==> images/placed.png <==
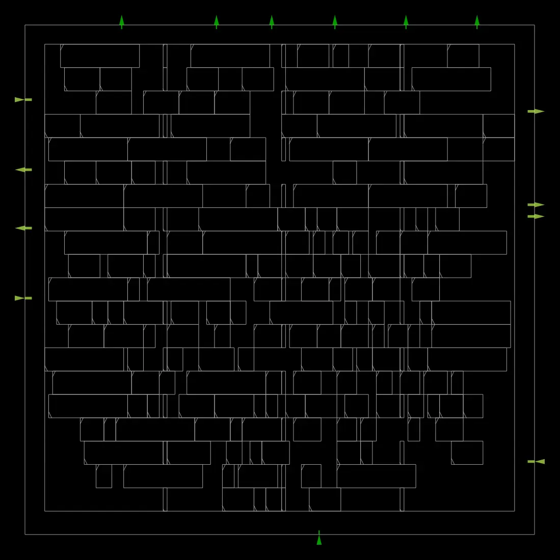
==> images/route_heat.png <==
Scale bar: 20 µm. 12 x 12 tiles, from black (low) to pale yellow (high), scaled to the fullest tile. Values are wire area over tile area, all layers added.
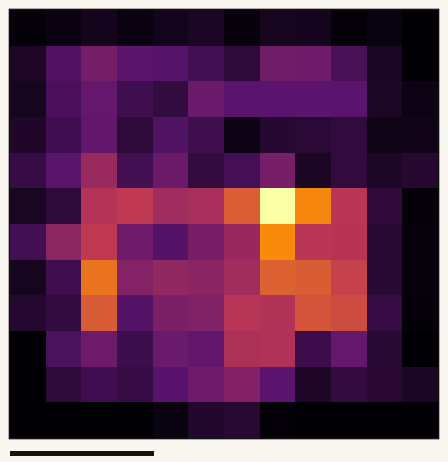
==> images/ff_map.png <==
Other sequential cells in the stronger grey, the rest of the logic in the fainter grey.
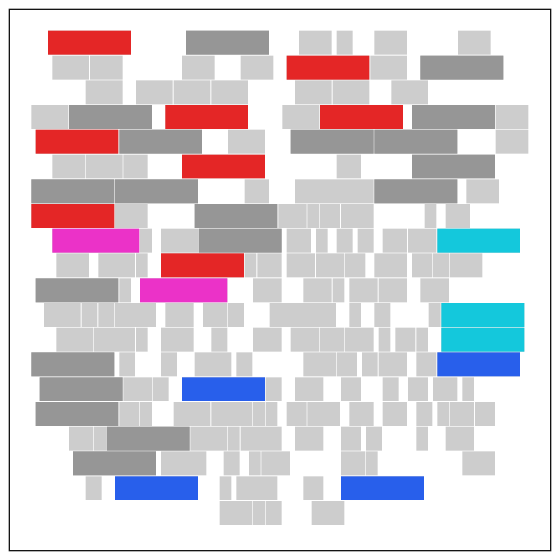
## config.mk

```make
export PLATFORM = sky130hd
export DESIGN_NAME = uart_rx_cfg
export DESIGN_NICKNAME = d
export VERILOG_FILES = /design/src/rtl/uart_pkg.sv /design/src/rtl/uart_rx_cfg_sync_2ff.sv /design/src/rtl/uart_rx_cfg.sv
export SDC_FILE = /design/constraint.sdc
export NUM_CORES = 1
export LEC_CHECK = 0
export ABC_CLOCK_PERIOD_IN_PS = 3100
export CAP_MARGIN = 5
export CORE_MARGIN = 2
export CORE_UTILIZATION = 60
export CTS_CLUSTER_DIAMETER = 100
export DETAILED_ROUTE_END_ITERATION = 8
export PLACE_DENSITY_LB_ADDON = 0.12
export SLEW_MARGIN = 10
export SYNTH_ARGS = -nofsm -noshare
export SYNTH_HDL_FRONTEND = slang
export SYNTH_HIERARCHICAL = 1
export SYNTH_SLANG_ARGS = --single-unit
```

## constraint.sdc

```tcl
create_clock -name clk -period 3.1 [get_ports clk]
set_input_delay 0.465 -clock clk [delete_from_list [all_inputs] [get_ports clk]]
set_output_delay 0.465 -clock clk [all_outputs]
set_load 0.01 [all_outputs]
```

## src/rtl/uart_pkg.sv

```systemverilog
// ----------------------------------------------------------------------------
// uart_pkg
// Shared UART definitions used by the configurable receiver (and by the
// sibling transmitter for the parity mode).
//   parity_e        : line parity mode (none / even / odd)
//   rx_state_e      : receiver frame FSM states
//   MAX_DATA_BITS   : widest payload supported by the parity helper
//   maj3()          : 2-of-3 majority used for the per-bit sample vote
//   expected_parity(): parity bit a transmitter would send for a payload
// ----------------------------------------------------------------------------
package uart_pkg;

    typedef enum logic [1:0] {
        ParityNone = 2'd0,
        ParityEven = 2'd1,
        ParityOdd  = 2'd2
    } parity_e;

    typedef enum logic [2:0] {
        RX_IDLE      = 3'd0,
        RX_START     = 3'd1,
        RX_DATA      = 3'd2,
        RX_PARITY    = 3'd3,
        RX_STOP      = 3'd4,
        RX_WAIT_HIGH = 3'd5
    } rx_state_e;

    localparam int MAX_DATA_BITS = 9;

    // Majority of three samples.
    function automatic logic maj3(input logic a, input logic b, input logic c);
        return (a & b) | (a & c) | (b & c);
    endfunction

    // Parity bit expected on the line for a zero-extended payload.
    function automatic logic expected_parity(input logic [MAX_DATA_BITS-1:0] payload,
                                             input parity_e                  mode);
        logic par_s;
        case (mode)
            ParityEven: par_s = ^payload;
            ParityOdd:  par_s = ~(^payload);
            default:    par_s = 1'b0;
        endcase
        return par_s;
    endfunction

endpackage

```

## src/rtl/uart_rx_cfg_sync_2ff.sv

```systemverilog
// ----------------------------------------------------------------------------
// sync_2ff
// Two-flop synchronizer for an asynchronous, idle-high serial line.
// Both flops reset to 1 so that a reset never looks like a start bit.
//   clk   in  system clock
//   rst_n in  asynchronous active-low reset
//   d     in  asynchronous input
//   q     out synchronized copy of d, two clk later
// ----------------------------------------------------------------------------
module sync_2ff (
    input  logic clk,
    input  logic rst_n,
    input  logic d,
    output logic q
);

    logic [1:0] sync_r;

    // Shift the raw line through two flops; reset to the idle-high level.
    always_ff @(posedge clk or negedge rst_n) begin
        if (!rst_n) begin
            sync_r <= 2'b11;
        end else begin
            sync_r <= {sync_r[0], d};
        end
    end

    assign q = sync_r[1];

endmodule

```

## src/rtl/uart_rx_cfg.sv

```systemverilog
// ----------------------------------------------------------------------------
// uart_rx_cfg
// Oversampling UART receiver with configurable payload width, parity mode,
// stop-bit count and oversampling ratio. Each bit is decided by a 2-of-3
// vote over the samples around the bit centre. Framing and parity errors are
// reported as separate one-clk pulses; a discarded frame never touches data.
//
// Parameters
//   DataBits   payload bits per frame (5..9), LSB first on the line
//   Oversample sample_trigger strobes per bit period (even, >= 4)
//   Parity     uart_pkg::parity_e
//   StopBits   1 or 2
// Ports
//   clk            in  system clock
//   rst_n          in  asynchronous active-low reset
//   sample_trigger in  one-clk strobe, Oversample per bit period
//   raw_data       in  asynchronous serial line, idle high
//   data           out last good payload, held until the next good frame
//   data_valid     out one-clk pulse, data is new
//   parity_error   out one-clk pulse, parity mismatch, frame discarded
//   framing_error  out one-clk pulse, a stop bit sampled low, frame discarded
// ----------------------------------------------------------------------------
module uart_rx_cfg
    import uart_pkg::*;
#(
    parameter int      DataBits   = 8,
    parameter int      Oversample = 16,
    parameter parity_e Parity     = ParityNone,
    parameter int      StopBits   = 1
) (
    input  logic                clk,
    input  logic                rst_n,
    input  logic                sample_trigger,
    input  logic                raw_data,
    output logic [DataBits-1:0] data,
    output logic                data_valid,
    output logic                parity_error,
    output logic                framing_error
);

    localparam int SAMP_W = $clog2(Oversample);
    localparam int BIT_W  = $clog2(DataBits + StopBits + 1);
    localparam int C      = Oversample / 2;

    localparam logic [SAMP_W-1:0] SAMP_ZERO   = SAMP_W'(0);
    localparam logic [SAMP_W-1:0] SAMP_ONE    = SAMP_W'(1);
    localparam logic [SAMP_W-1:0] SAMP_VOTE_A = SAMP_W'(C - 1);
    localparam logic [SAMP_W-1:0] SAMP_VOTE_B = SAMP_W'(C);
    localparam logic [SAMP_W-1:0] SAMP_DECIDE = SAMP_W'(C + 1);
    localparam logic [SAMP_W-1:0] SAMP_LAST   = SAMP_W'(Oversample - 1);

    localparam logic [BIT_W-1:0] BIT_ZERO      = BIT_W'(0);
    localparam logic [BIT_W-1:0] BIT_ONE       = BIT_W'(1);
    localparam logic [BIT_W-1:0] BIT_DATA_LAST = BIT_W'(DataBits - 1);
    // bit_cnt keeps counting through the stop bits after the payload.
    localparam logic [BIT_W-1:0] BIT_STOP_LAST = BIT_W'(DataBits + StopBits - 1);

    localparam bit HAS_PARITY = (Parity != ParityNone);

    // Synchronized serial line; nothing below looks at raw_data directly.
    logic line_s;

    rx_state_e           state_r,    state_nxt_s;
    logic [SAMP_W-1:0]   samp_cnt_r, samp_nxt_s;
    logic [BIT_W-1:0]    bit_cnt_r,  bit_nxt_s;
    logic [DataBits-1:0] shift_r,    shift_nxt_s;
    logic [1:0]          vote_r,     vote_nxt_s;     // samples C-1 and C
    logic                par_err_r,  par_err_nxt_s;  // latched until stop decision
    logic                stop_err_r, stop_err_nxt_s; // any earlier stop bit low
    logic [DataBits-1:0] data_r,     data_nxt_s;
    logic                valid_r,    valid_nxt_s;
    logic                perr_r,     perr_nxt_s;
    logic                ferr_r,     ferr_nxt_s;

    logic                samp_last_s;
    logic                decide_s;
    logic [SAMP_W-1:0]   samp_inc_s;
    logic                bit_val_s;
    logic                par_exp_s;

    sync_2ff u_sync (
        .clk   (clk),
        .rst_n (rst_n),
        .d     (raw_data),
        .q     (line_s)
    );

    assign samp_last_s = (samp_cnt_r == SAMP_LAST);
    assign decide_s    = (samp_cnt_r == SAMP_DECIDE);
    assign samp_inc_s  = samp_last_s ? SAMP_ZERO : (samp_cnt_r + SAMP_ONE);
    // The third vote sample is the one arriving at the decision point.
    assign bit_val_s   = maj3(vote_r[0], vote_r[1], line_s);
    assign par_exp_s   = expected_parity(MAX_DATA_BITS'(shift_r), Parity);

    // Next-state, counter, datapath and output-pulse decode.
    always_comb begin
        state_nxt_s    = state_r;
        samp_nxt_s     = samp_cnt_r;
        bit_nxt_s      = bit_cnt_r;
        shift_nxt_s    = shift_r;
        vote_nxt_s     = vote_r;
        par_err_nxt_s  = par_err_r;
        stop_err_nxt_s = stop_err_r;
        data_nxt_s     = data_r;
        valid_nxt_s    = 1'b0;
        perr_nxt_s     = 1'b0;
        ferr_nxt_s     = 1'b0;

        if (sample_trigger) begin
            // Capture the two leading vote samples; harmless outside bit
            // states because samp_cnt stays 0 there and C-1 >= 1.
            if (samp_cnt_r == SAMP_VOTE_A) begin
                vote_nxt_s[0] = line_s;
            end else if (samp_cnt_r == SAMP_VOTE_B) begin
                vote_nxt_s[1] = line_s;
            end else begin
                vote_nxt_s = vote_r;
            end

            case (state_r)
                RX_IDLE: begin
                    samp_nxt_s = SAMP_ZERO;
                    if (!line_s) begin
                        // This low sample is index 0 of the start bit.
                        state_nxt_s    = RX_START;
                        samp_nxt_s     = SAMP_ONE;
                        bit_nxt_s      = BIT_ZERO;
                        par_err_nxt_s  = 1'b0;
                        stop_err_nxt_s = 1'b0;
                    end else begin
                        state_nxt_s = RX_IDLE;
                    end
                end

                RX_START: begin
                    samp_nxt_s = samp_inc_s;
                    if (decide_s && bit_val_s) begin
                        // Glitch, not a start bit: drop it silently.
                        state_nxt_s = RX_IDLE;
                        samp_nxt_s  = SAMP_ZERO;
                    end else if (samp_last_s) begin
                        state_nxt_s = RX_DATA;
                    end else begin
                        state_nxt_s = RX_START;
                    end
                end

                RX_DATA: begin
                    samp_nxt_s = samp_inc_s;
                    if (decide_s) begin
                        shift_nxt_s = {bit_val_s, shift_r[DataBits-1:1]};
                    end else begin
                        shift_nxt_s = shift_r;
                    end
                    if (samp_last_s) begin
                        bit_nxt_s = bit_cnt_r + BIT_ONE;
                        if (bit_cnt_r == BIT_DATA_LAST) begin
                            state_nxt_s = HAS_PARITY ? RX_PARITY : RX_STOP;
                        end else begin
                            state_nxt_s = RX_DATA;
                        end
                    end else begin
                        bit_nxt_s = bit_cnt_r;
                    end
                end

                RX_PARITY: begin
                    samp_nxt_s = samp_inc_s;
                    if (decide_s) begin
                        par_err_nxt_s = bit_val_s ^ par_exp_s;
                    end else begin
                        par_err_nxt_s = par_err_r;
                    end
                    if (samp_last_s) begin
                        state_nxt_s = RX_STOP;
                    end else begin
                        state_nxt_s = RX_PARITY;
                    end
                end

                RX_STOP: begin
                    samp_nxt_s = samp_inc_s;
                    if (decide_s && (bit_cnt_r == BIT_STOP_LAST)) begin
                        // Leave mid-stop-bit so an immediate start is caught.
                        samp_nxt_s = SAMP_ZERO;
                        if (stop_err_r || !bit_val_s) begin
                            ferr_nxt_s  = 1'b1;
                            state_nxt_s = RX_WAIT_HIGH;
                        end else if (par_err_r) begin
                            perr_nxt_s  = 1'b1;
                            state_nxt_s = RX_IDLE;
                        end else begin
                            data_nxt_s  = shift_r;
                            valid_nxt_s = 1'b1;
                            state_nxt_s = RX_IDLE;
                        end
                    end else begin
                        if (decide_s) begin
                            stop_err_nxt_s = stop_err_r | ~bit_val_s;
                        end else begin
                            stop_err_nxt_s = stop_err_r;
                        end
                        if (samp_last_s) begin
                            bit_nxt_s = bit_cnt_r + BIT_ONE;
                        end else begin
                            bit_nxt_s = bit_cnt_r;
                        end
                    end
                end

                RX_WAIT_HIGH: begin
                    // A held-low line (break) must not restart frames.
                    samp_nxt_s = SAMP_ZERO;
                    if (line_s) begin
                        state_nxt_s = RX_IDLE;
                    end else begin
                        state_nxt_s = RX_WAIT_HIGH;
                    end
                end

                default: begin
                    state_nxt_s = RX_IDLE;
                    samp_nxt_s  = SAMP_ZERO;
                end
            endcase
        end else begin
            state_nxt_s = state_r;
        end
    end

    // State, counters, datapath and registered outputs.
    always_ff @(posedge clk or negedge rst_n) begin
        if (!rst_n) begin
            state_r    <= RX_IDLE;
            samp_cnt_r <= SAMP_ZERO;
            bit_cnt_r  <= BIT_ZERO;
            shift_r    <= {DataBits{1'b0}};
            vote_r     <= 2'b00;
            par_err_r  <= 1'b0;
            stop_err_r <= 1'b0;
            data_r     <= {DataBits{1'b0}};
            valid_r    <= 1'b0;
            perr_r     <= 1'b0;
            ferr_r     <= 1'b0;
        end else begin
            state_r    <= state_nxt_s;
            samp_cnt_r <= samp_nxt_s;
            bit_cnt_r  <= bit_nxt_s;
            shift_r    <= shift_nxt_s;
            vote_r     <= vote_nxt_s;
            par_err_r  <= par_err_nxt_s;
            stop_err_r <= stop_err_nxt_s;
            data_r     <= data_nxt_s;
            valid_r    <= valid_nxt_s;
            perr_r     <= perr_nxt_s;
            ferr_r     <= ferr_nxt_s;
        end
    end

    assign data          = data_r;
    assign data_valid    = valid_r;
    assign parity_error  = perr_r;
    assign framing_error = ferr_r;

endmodule

```

==> changes_impl.md <==
### Implementation results

* Status: finished clean
* Routability cong. at 0.846
* GR Util met1 at 0.322
* Top cells by count: dfrtp_1, mux2_2, nand2_1
* Die W at 59.4 µm
* CP max stage cell: nor4b_4
* Setup Viol. Count Final at 0
* Main logic family after synthesis: simple AND/OR/NAND/NOR gates
* Pre-CTS setup slack at 733 ps
* OpenROAD warning count at 29
* Crit-path cells: inv_1 > ha_1 > and3b_1 > nand2_8 > nor4b_4 > mux2_2
* Die Y at 59.4 µm
* Min-Delay Path Depth at 0
* Register-to-Register Path Depth at 6
* Clock Path Buffers at 2
* DRC at 0
* Max Cap Viol at 0
* Yosys cell count at 162
* Post-synth seq share at 0.491
* P_leak at 0.918 nW
* Setup TNS at 0 ps
* Most common cell in the synthesized netlist: dfrtp_1
* Worst Max-Slew Pin Slew at 793 ps
* # diodes at 0
* Critical Path RT at 3340 ps
* Uppermost layer routed: met4
* Worst Hold Class: register to register
* Final period utilization at 0.728
* GRT busiest layer: met2
* Basic Gates by Area at 0.169
* Hold bufs inserted after CTS at 0
* Final Hold Fails at 0
* WP buf/inv at 1
* Syn avg cell area at 11.4 µm²
* Worst slew margin at 0.470
* Post-CTS resize count at 0
* Reg clk slew, reported paths at 120 ps
* Late-Pin Clk Latency at 350 ps
* Synth area leader: dfrtp_1
* Critical path depth at 6
* Cells after synthesis at 162
* Nature of the critical path endpoint: register
* Fin area at 2060 µm²
* HP Start: u_sync/sync_r[0]
* Worst R2R End: data[7]
* Final max-slew violation count at 0
* Worst R2R Setup Slack at 840 ps
* Yosys Chip Area at 1840 µm²
* CTS Buf Count at 5
* Met2 usage at 0.344
* Nets at 186
* CTS root buf: clkbuf_4
* Pre-antenna DRT Iters at 4
* Post-synth mux share at 0.122
* Reg-to-reg startpoint: samp_cnt_r[1]
* Final std cells w/o fill at 211
* DR iter-0 viols at 59
* RSZ-0062 raised after global routing: no
* Final min period at 2260 ps
* Metal3 WL at 222 µm
* CP delay by family, top: simple AND/OR/NAND/NOR gates
* Final worst setup slack at 843 ps
* Worst Hold Path EP: u_sync/sync_r[1]
* Asr flop ratio synth at 1.00
* Initial antenna violation count at 0
* GRT overflow at 0
* Crit Path Max Fanout at 9
* Peak VDD IR at 0.560 mV
* Area share, top type at 0.463
* CP Capture Point: data[7]
* Cell Type Count at 53
* CP max stage delay at 540 ps
* Fillers at 226
* Post-synthesis cell area at 1840 µm²
* Grt met3 use at 0.0502
* Dpl cell area at 1990 µm²
* First-pass GRT wire length at 5920 µm
* Vias in the first global route at 1254
* Crit Path Class: register to register
* #FFs+latches synth at 36
* Standard-cell row count at 20
* Met2 routed WL at 1620 µm
* Commonest flop: dfrtp_1
* Detailed Place HPWL at 2540 µm
* CTS HTree Levels at 2
* Net count after synthesis at 171
* Synth Warn # at 6
* Pin count of the biggest net entering global routing at 21
* CTS tree: built
* Area of the core at 2980 µm²
* Die Size at 3520 µm²
* Area growth from synthesis to layout at 12.0%
* WL met1 at 1590 µm
* IO buf count at 14
* Commonest Layout Cell: dfrtp_1
* Setup Skew at 10.6 ps
* Via/cell ratio at 6.33
* Top cells by area: dfrtp_1, mux2_2, ha_1, dfstp_2, o21ai_0
* Starting Density at 0.618
* Power Density at 569 nW/µm²
* Max Fclk at 443 MHz
* Fa+ha+maj area frac at 0.0401
* Worst EP arrival at 2490 ps
* Hold_ws at 358 ps
* Ratio of cells with drive above 1 in the final layout at 0.236
* Placed Instances at 203
* # IOs at 15
* XORs/XNORs by Area at 0.00476
* Overall power at 0.00117 W
* Critical Path Start Type: register
* Most instantiated logic cells after routing: dfrtp_1, mux2_2, clkdlybuf4s50_1
* Post-CTS setup buffer count at 0
* Post-synth EDFFs at 0
* Area fraction in compound gates at 0.134
* Clock sinks at 36
* Crit path from: samp_cnt_r[1]
* Antenna-violating nets left at 0
## Picture notes: placed.png
fin util: 0.692
FF+latch count: 36

## Picture notes: route_heat.png
nearly empty tiles: 14%
tiles over half the peak: 9.0%
fullest tile: 0.74
mean over tiles: 0.16
densest ninth of the die: centre
routed wire length: 3500 µm
vias post-DR: 1336
Total Routing Usage GR: 0.231
DR WL/cell: 16.6 µm

## Picture notes: ff_map.png
[red] `shift_r` | flops: 8
[cyan] `state_r` | flops: 3
[magenta] `u_sync/sync_r` | flops: 2
[blue] `samp_cnt_r` | flops: 4
sequential share of cell area: 0.439
register area: 903 µm²
seq pwr: 0.000618 W

## where the power goes
part / switching [W] / internal [W]
clock: 0.000166 / 0.000112
sequential: 0.0000839 / 0.000535
combinational: 0.000151 / 0.000125
total: 0.000401 / 0.000772
## cell families after synthesis
| logic type | count (synthesis) |
|---|---|
| AOI/OAI and AO/OA | 36 |
| DFF | 36 |
| buffers and inverters | 16 |
| adders and majority gates | 6 |
| xor gates and xnor gates | 1 |
| muxes | 20 |
| and+or+nand+nor | 47 |
## area by class of cell
cell class	count	area, µm²	area share
clock inverter	2	13.8	0.00668
tap	33	41.3	0.0200
inverter	8	30.0	0.0146
multi-input combinational	110	865	0.420
sequential	36	903	0.439
timing repair buffer	16	155	0.0753
clock buffer	6	51.3	0.0249
No activity file was given, so power comes from the tool's default toggle rates.
